**Cells coloured by class**

Drawn at 1.5 px/um.
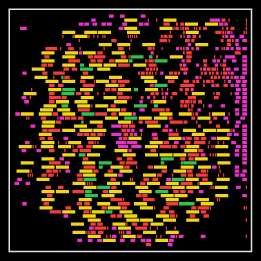
**M3 wires**

Drawn at 2 px/um.
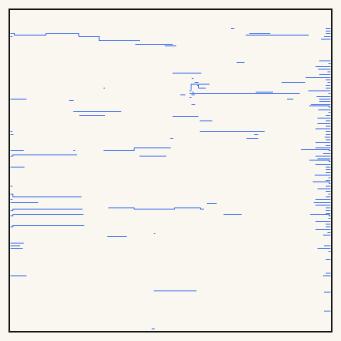
**Signal wires by layer**

Drawn at 2 px/um. Only two layers are drawn.
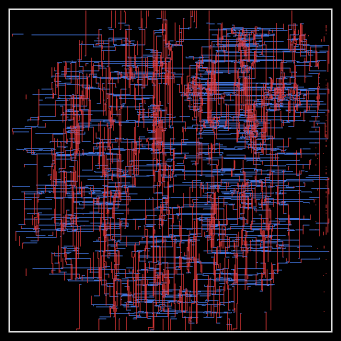
**Cell placement**

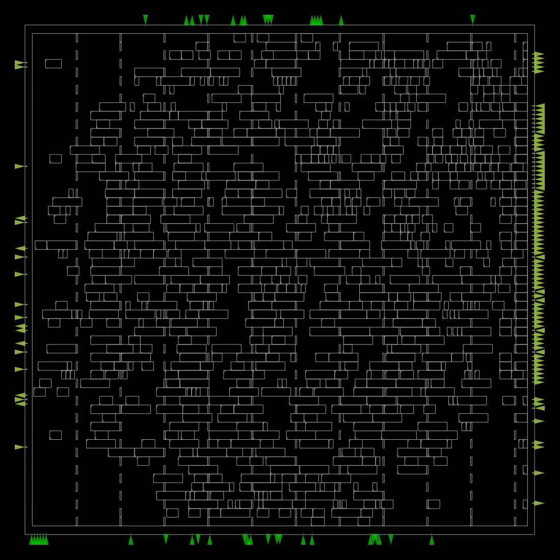
## config.mk

```make
export PLATFORM = sky130hd
export DESIGN_NAME = fpu_io_out_port
export DESIGN_NICKNAME = d
export VERILOG_FILES = /design/src/rtl/fpu_io_out_port.sv
export SDC_FILE = /design/constraint.sdc
export NUM_CORES = 1
export LEC_CHECK = 0
export CAP_MARGIN = 5
export CORE_MARGIN = 2
export CORE_UTILIZATION = 35
export DETAILED_ROUTE_END_ITERATION = 7
export PLACE_DENSITY_LB_ADDON = 0.2
export SLEW_MARGIN = 20
export SYNTH_ARGS = -nofsm -noshare
export SYNTH_HDL_FRONTEND = slang
export SYNTH_SLANG_ARGS = --single-unit
```

## constraint.sdc

```tcl
create_clock -name wb_clk_i -period 2.6 [get_ports wb_clk_i]
set_clock_uncertainty 0.15 [all_clocks]
set_input_delay 0.52 -clock wb_clk_i [delete_from_list [all_inputs] [get_ports wb_clk_i]]
set_output_delay 0.52 -clock wb_clk_i [all_outputs]
set_load 0.02 [all_outputs]
```

## src/rtl/fpu_io_out_port.sv

```systemverilog
// FPU result output stage: 4-deep result FIFO feeding a held, strobed word onto the user I/O pads.
// Optional feature macro FPU_IO_FLAGS_EN carries the IEEE exception flags on io_out[36:32].
module fpu_io_out_port #(
  parameter int unsigned DEPTH  = 4,
  parameter int unsigned HOLD_W = 16
) (
  input  logic                     wb_clk_i,
  input  logic                     wb_rstn_i,
  input  logic                     en_i,
  input  logic [HOLD_W-1:0]        hold_cycles_i,
  input  logic                     res_valid_i,
  output logic                     res_ready_o,
  input  logic [31:0]              res_data_i,
  input  logic [4:0]               res_flags_i,
  output logic [37:0]              io_out,
  output logic [37:0]              io_oeb,
  output logic                     strobe_o,
  output logic                     overflow_o,
  output logic [$clog2(DEPTH):0]   level_o
);

  localparam int unsigned AW = $clog2(DEPTH);
`ifdef FPU_IO_FLAGS_EN
  localparam int unsigned FW = 37;
`else
  localparam int unsigned FW = 32;
`endif

  typedef enum logic {
    IDLE,
    HOLD
  } state_e;

  state_e            state_q, state_d;
  logic [FW-1:0]     mem_q [DEPTH];
  logic [FW-1:0]     mem_d [DEPTH];
  logic [AW:0]       wr_ptr_q, wr_ptr_d;
  logic [AW:0]       rd_ptr_q, rd_ptr_d;
  logic [FW-1:0]     out_q, out_d;
  logic              strobe_q, strobe_d;
  logic              overflow_q, overflow_d;
  logic [HOLD_W-1:0] cnt_q, cnt_d;

  logic              full, empty, push, pop, drive_en;
  logic [FW-1:0]     din;
  logic [HOLD_W-1:0] load_cnt;
  logic [AW-1:0]     wr_idx, rd_idx;
  logic [4:0]        flags_pins, flags_oeb;

  assign wr_idx   = wr_ptr_q[AW-1:0];
  assign rd_idx   = rd_ptr_q[AW-1:0];
  assign empty    = (wr_ptr_q == rd_ptr_q);
  assign full     = (wr_ptr_q[AW] != rd_ptr_q[AW]) && (wr_idx == rd_idx);
  assign push     = res_valid_i && !full;
  assign load_cnt = (hold_cycles_i == '0) ? '0 : hold_cycles_i - HOLD_W'(1);

`ifdef FPU_IO_FLAGS_EN
  assign din = {res_flags_i, res_data_i};
`else
  logic unused_flags;
  assign unused_flags = ^res_flags_i;
  assign din = res_data_i;
`endif

  always_comb begin
    state_d  = state_q;
    cnt_d    = cnt_q;
    out_d    = out_q;
    strobe_d = strobe_q;
    pop      = 1'b0;
    case (state_q)
      IDLE: begin
        if (en_i && !empty) begin
          pop     = 1'b1;
          state_d = HOLD;
        end
      end
      HOLD: begin
        if (!en_i) begin
          state_d = IDLE;
        end else if (cnt_q != '0) begin
          cnt_d = cnt_q - HOLD_W'(1);
        end else if (!empty) begin
          pop = 1'b1;
        end else begin
          state_d = IDLE;
        end
      end
      default: state_d = IDLE;
    endcase
    if (pop) begin
      out_d    = mem_q[rd_idx];
      strobe_d = ~strobe_q;
      cnt_d    = load_cnt;
    end
  end

  always_comb begin
    mem_d = mem_q;
    if (push) begin
      mem_d[wr_idx] = din;
    end
    wr_ptr_d   = wr_ptr_q + {{AW{1'b0}}, push};
    rd_ptr_d   = rd_ptr_q + {{AW{1'b0}}, pop};
    overflow_d = overflow_q | (res_valid_i & full & en_i);
  end

  always_ff @(posedge wb_clk_i or negedge wb_rstn_i) begin
    if (!wb_rstn_i) begin
      state_q    <= IDLE;
      mem_q      <= '{default: '0};
      wr_ptr_q   <= '0;
      rd_ptr_q   <= '0;
      out_q      <= '0;
      strobe_q   <= 1'b0;
      overflow_q <= 1'b0;
      cnt_q      <= '0;
    end else begin
      state_q    <= state_d;
      mem_q      <= mem_d;
      wr_ptr_q   <= wr_ptr_d;
      rd_ptr_q   <= rd_ptr_d;
      out_q      <= out_d;
      strobe_q   <= strobe_d;
      overflow_q <= overflow_d;
      cnt_q      <= cnt_d;
    end
  end

  // Reset gates the pad enables so the pads float during reset regardless of en_i.
  assign drive_en = en_i & wb_rstn_i;

`ifdef FPU_IO_FLAGS_EN
  assign flags_pins = out_q[36:32];
  assign flags_oeb  = {5{~drive_en}};
`else
  assign flags_pins = '0;
  assign flags_oeb  = '1;
`endif

  assign io_out = {strobe_q, flags_pins, out_q[31:4], 1'b0, out_q[2:0]};
  assign io_oeb = {~drive_en, flags_oeb, {28{~drive_en}}, 1'b1, {3{~drive_en}}};

  assign res_ready_o = !full;
  assign strobe_o    = strobe_q;
  assign overflow_o  = overflow_q;
  assign level_o     = wr_ptr_q - rd_ptr_q;

endmodule

```

==> results.py <==
# Synthesis and PnR figures
metrics = {
    "critical_path": {
        "reg2reg_from": "cnt_q[0]",
        "required_ps": 1930,
        "worstPathMaxFanout": 32,
        "path_cells": "clkdlybuf4s50_1 -> nand2_1 -> buf_12 -> clkdlybuf4s50_1",
        "crit_path_frequent_cell": "clkdlybuf4s50_1",
        "endpoint_kind": "output pin",
        "cp_data_arrival_time_ps": 1860,
        "rr_worst_depth": 8,
        "path_class": "input pin to output pin",
        "cpMaxStageDelayCell": "clkdlybuf4s50_1",
        "ff2ff_setup_slack_ps": 100,
        "critPathLaunchType": "input pin",
        "critPathLaunch": "en_i",
        "cp_slowest_stage_delay_ps": 620,
        "timing.rr.end": "cnt_q[8]",
    },
    "cells_and_area": {
        "stdcell_count": 1143,
        "top_regs": "mem_q (124), out_q (31), cnt_q (16)",
        "syn_to_final_growth_pct": 27.9,
        "nets": 873,
        "final_cell_mix": "dfrtp_1 (178), mux2_2 (124), clkdlybuf4s50_1 (115)",
        "final_area_um2": 11000,
        "drive_gt1_share_pct": 33.9,
        "diodes": 0,
        "largest_reg_flops": 124,
        "regMostFlops": "mem_q",
        "lay_top_count": "dfrtp_1",
    },
    "drt": {
        "wl_met3_mm": 1.08,
        "num_vias": 5697,
        "drt_drc_violations_left": 0,
        "antenna_left": 0,
        "drt_first_pass_iters": 4,
        "m1WireLength_mm": 9.36,
        "drt-initial-drc-count": 368,
        "met2_length_mm": 9.95,
        "viasPerCell": 4.98,
        "finalWirelength_mm": 20.6,
        "wl_per_cell_um": 18.1,
        "top_layer": "met4",
    },
    "final_timing": {
        "slew_headroom_pct": 43.6,
        "hold_slack_ps": 23.8,
        "setup_ws_ps": 67.0,
        "final.setup.tns_ps": 0,
        "fmax_mhz": 395,
        "rsz0062_at_grt": "false",
        "finalCritPeriodShare_pct": 97.4,
        "slew_viol_final": 0,
        "setup_viol": 0,
        "tightest_slew_ps": 846,
        "finalHoldViolations": 0,
        "post-route-min-period_ps": 2530,
    },
    "clocking": {
        "clk_pin_slew_ps": 70,
        "cts.sinks": 180,
        "cts_hold_buf": 0,
        "root_buffer": "clkbuf_16",
        "cts_tree": "built",
        "clk_latency_ps": 430,
        "cts-resized-gates": 10,
        "numCtsBuffers": 17,
        "htreeDepth": 4,
        "cts_setup_buffers": 0,
        "cts.path.max_buffers": 2,
    },
    "grt": {
        "met2_usage_pct": 27.8,
        "grt_util_all_layers_pct": 16.7,
        "grt_max_degree": 114,
        "grt_pass1_wl_mm": 33.5,
        "grt.met1_usage_pct": 22.3,
        "first_global_vias": 6157,
        "antenna_found_initial": 0,
        "use_met3_pct": 3.59,
        "gr-total-overflow": 0,
        "top_usage_layer": "met2",
    },
    "synthesis": {
        "synth-xor-area-share_pct": 1.43,
        "ys_ff": 180,
        "largest_area_cell": "dfrtp_1",
        "avgSynthCellArea_um2": 12.7,
        "top_cells_by_area": "dfrtp_1 (53%), mux2_2 (16%), mux4_2 (8.1%)",
        "top_logic_kind": "multiplexers",
        "yosys.cell_types.count": 58,
        "synth.most_common_cell": "dfrtp_1",
        "async_flop_share_pct": 100,
        "flop_cell": "dfrtp_1",
        "netlist_area_um2": 8570,
        "synthTopCellsByCount": "dfrtp_1 (180), mux2_2 (124), nand2_1 (105)",
        "ys_warn_count": 0,
        "ys_cells": 673,
        "yosysTopAreaCellShare_pct": 52.6,
        "enable_flop_cells": 0,
        "adder_share_pct": 1.55,
        "post_synth_ao_oa_area_fraction_pct": 4.57,
        "mux_share_pct": 24.6,
        "ys_seq_share_pct": 52.6,
        "yosys_area_um2": 8570,
        "syn_inst": 673,
        "yosys.area_share.simple_pct": 9.10,
    },
    "floorplanning": {
        "initial_utilization_pct": 35.4,
        "chipWidth_um": 160,
        "num_rows": 57,
        "die_h_um": 160,
        "num_io_pins": 139,
        "chipArea_um2": 25700,
    },
    "power": {
        "p_seq_share_pct": 36.6,
        "p_comb_share_pct": 44.8,
        "total_power_mw": 13.6,
        "ir_drop_uv": 460,
        "clock_power_mw": 2.52,
        "p_int_mw": 8.94,
        "pg_seq_mw": 4.99,
        "powerDensity_nw_per_um2": 1240,
        "power_leader": "combinational logic",
        "p_comb_mw": 6.10,
        "p_leak_nw": 4.71,
        "p_sw_share_pct": 34.3,
        "pwr-share-clk_pct": 18.5,
        "p_sw_mw": 4.67,
    },
    "worst_hold_path": {
        "hold_class": "input pin to asynchronous set/reset pin",
    },
    "placement": {
        "place.port_buffers": 120,
        "place_ws_ps": -167,
        "dp.cells": 1111,
        "place_area_um2": 10300,
        "hpwl_mm": 13.8,
        "gp_congestion": 0.853,
    },
    "run_status": {
        "status": "complete, no violations",
    },
    "job": {
        "tool_warnings": 37,
        "drv_cap": 0,
    },
}
Notes on 'cells coloured by class' above:
yellow -> sequential cells  # cells 180
green -> clock drivers and dummy loads  # cells 32
red -> combinational and other logic  # cells 430
magenta -> remaining buffers and delay cells  # cells 177

Notes on 'M3 wires' above:
nets with wire on the layer = 122
share of all routed wire = 5.2%
wire length on this layer = 1080 um

Notes on 'signal wires by layer' above:
blue -> metal 1  # wire length 9360 um
red -> metal 2  # wire length 9950 um

Notes on 'cell placement' above:
tap cells: 324
Core Box Area: 24200 um^2
Final Core Density: 45.3%

==> worst max-delay path, delay by kind of cell <==
kind	cells	cell delay, ps
buffers and inverters	3	1220
AND/OR/NAND/NOR	1	120
==> cell type report <==
type	count	area, um^2
flip-flops and latches	180	4510
multi-input cells	413	3670
inverters	17	68.8
well taps	324	405
clock inverters	10	97.6
repair buffers	177	1730
fillers	2154	13200
clock buffers	22	484
==> worst max path at each step <==
| stage | to | slack, ps | cells after the start |
|---|---|---|---|
| final | io_oeb[26] | 70 | 4 |
| after global routing | cnt_q[15] | 2 | 8 |
| after CTS | res_ready_o | 5 | 6 |
| after detailed placement | cnt_q[14] | -170 | 6 |
| after global placement | cnt_q[4] | -160 | 8 |
| after floorplan | rd_ptr_q[2] | -90 | 10 |
Power and IR drop assume default switching activity.
